Design mem_wb_stage, sky130hd; sources not shown.
==> images/m1.png <==
Cells faint in the background.
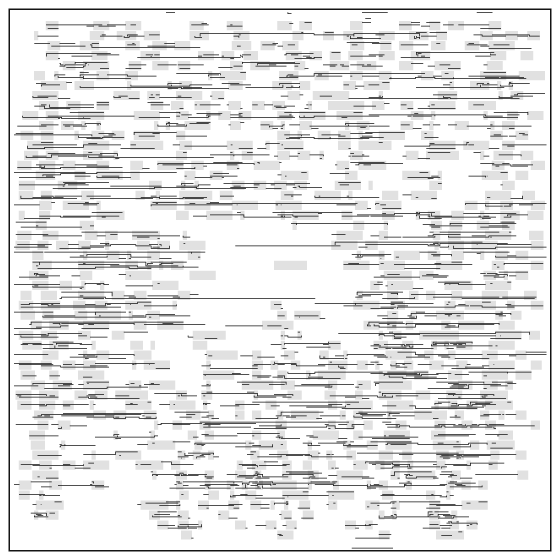
The layer carries 7710 µm of wire. 683 nets have wire on it. The wires run mostly horizontal. The layer holds 42% of the routed length.
number of vias after detailed routing: 4378
M1 GR Usage: 19.89%
final WL: 18.21 mm

==> images/m2.png <==
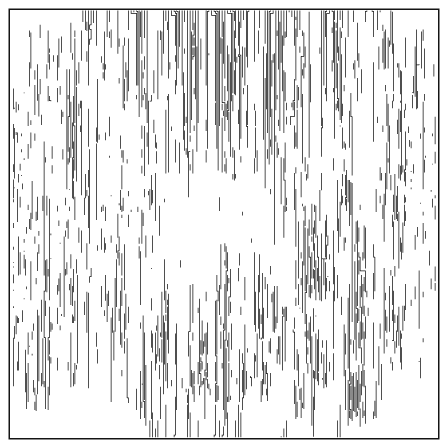
The layer carries 9220 µm of wire. The longest straight run is 65.6 µm. The wires run mostly vertical. 725 nets have wire on it.
met2 layer usage reported by global route: 28.49%

==> images/sizing.png <==
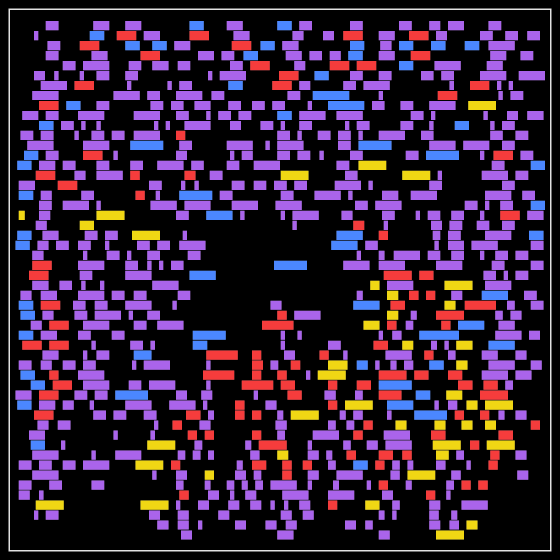
Key: x1 and smaller = purple [cells 494]; x2 = yellow [cells 41, most used dfxtp_2]; x6 and larger = blue [cells 61, most used buf_6]; x3 and x4 = red [cells 106, most used buf_4]
Layout Cell Area excl Fill: 8063 µm²
final setup slack of the worst path: -170.9 ps
area overhead of the layout relative to synthesis: 82.50%
Plain + repair buffers: 269

==> images/util_map.png <==
Bar = 50 µm. 15 x 15 tiles, from dark blue (low) to red (high), 0 to 100% covered.
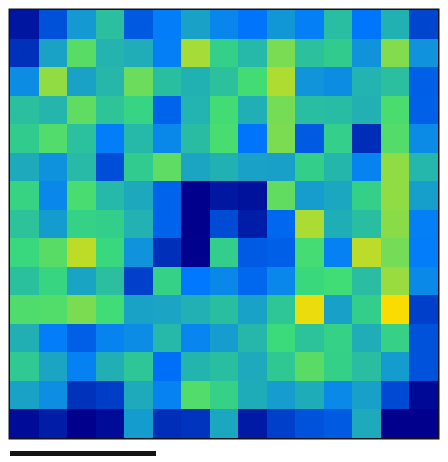
The fullest tile reaches 75%. The emptiest ninth of the die: center. The mean over all tiles is 36%. 3.1% of the tiles are nearly empty.
Core Density at Floorplan: 21.63%
Final Util: 39.47%
placeable core area: 20430 µm²

==> tab_implementation.tex <==
% Table of physical implementation metrics
\begin{tabular}{lr}
\hline
Metric & Value \\
\hline
\multicolumn{2}{l}{\textbf{Run status}} \\
Status & finished with violations \\
Failing checks & negative setup slack \\
\multicolumn{2}{l}{\textbf{Yosys}} \\
Mux cell area share & approximately a quarter \\
Top post-synthesis cells by area & dfxtp\_1 (47\%), mux2i\_1 (16\%), mux2\_2 (8.4\%), nor2\_1 (7.1\%), o31ai\_1 (2.2\%) \\
Adder-cell area share of the yosys netlist & less than 1\% \\
Comb area leader & multiplexers \\
Number of enable flip-flop cells & 0 \\
Aoi share & under 10\% \\
Area reported by Yosys stat & between 4000 and 5000 µm² \\
\multicolumn{2}{l}{\textbf{Timing}} \\
Final worst path period share & 110.4\% \\
Worst hold margin & between 300 and 400 ps \\
Final setup slack of the worst path & -170.9 ps \\
Setup violations, final & 38 \\
\multicolumn{2}{l}{\textbf{GRT}} \\
First-pass GRT wire length & approximately 28 mm \\
\multicolumn{2}{l}{\textbf{Detailed routing}} \\
DRC violations left & 0 \\
Iteration-0 DRC count of the detailed router & roughly 120 \\
Post-detailed-route wirelength per cell & about 19 µm \\
\multicolumn{2}{l}{\textbf{Min path}} \\
Min-Delay Path Class & in -> reg \\
\multicolumn{2}{l}{\textbf{Placement}} \\
Half-perimeter wire length of the detailed placement result & between 10 and 15 mm \\
\multicolumn{2}{l}{\textbf{Die}} \\
Die x size & about 150 µm \\
Die Span Y & 147.0 µm \\
Core Rows & $\sim$52 \\
I/O pins & about 210 \\
\multicolumn{2}{l}{\textbf{Setup path}} \\
Highest-delay cell along the critical path & dfxtp\_4 \\
Cells on worst reg2reg path & 5 \\
Total stage count of the critical path & 4 \\
\multicolumn{2}{l}{\textbf{CTS}} \\
Register clock-pin slew on the reported worst setup and hold paths & 80 ps \\
Post-cts gate resize count & roughly 260 \\
CTS H-tree depth & 3 \\
Max clock buf depth & 2 \\
\multicolumn{2}{l}{\textbf{Power and ir drop}} \\
Cell Pwr Density & between 700 and 800 nW/µm² \\
Overall Power & $\sim$0.0060 W \\
\multicolumn{2}{l}{\textbf{Cells and area}} \\
Most frequent logic cells in the routed design & nor2\_1 (84), clkdlybuf4s50\_1 (84), dfxtp\_1 (80), mux2i\_1 (70), dlygate4sd2\_1 (55) \\
\hline
\end{tabular}
layout make-up:
type                       instances  area, µm²
clock inverter                     6      75.07
clock buffer                      10      239.0
timing repair buffer             269       2768
fill                            2204      12370
tap                              270      337.8
sequential                       104       2125
inverter                           3      11.26
multi-input combinational        310       2507
routing by layer:
metal | wire length [µm] | global-route usage, % | share of wire, % | vias up
li1 | - | - | - | 2067
met1 | 7708 | 19.89 | 42 | 2169
met2 | 9217 | 28.49 | 51 | 133
met3 | 1148 | 5.901 | 6.3 | 9
met4 | 131 | 3.196 | 0.72 | 0
met5 | 0 | 0 | 0 | -
power by group:
group          leakage (nW)  internal, W  switching, W
Sequential            0.865      0.00261     0.0000978
Combinational          3.01     0.000601      0.000382
Clock                 0.151      0.00124       0.00107
Total                  4.03      0.00445       0.00155
Power figures rest on the tool's default switching activity, not on a simulated workload.
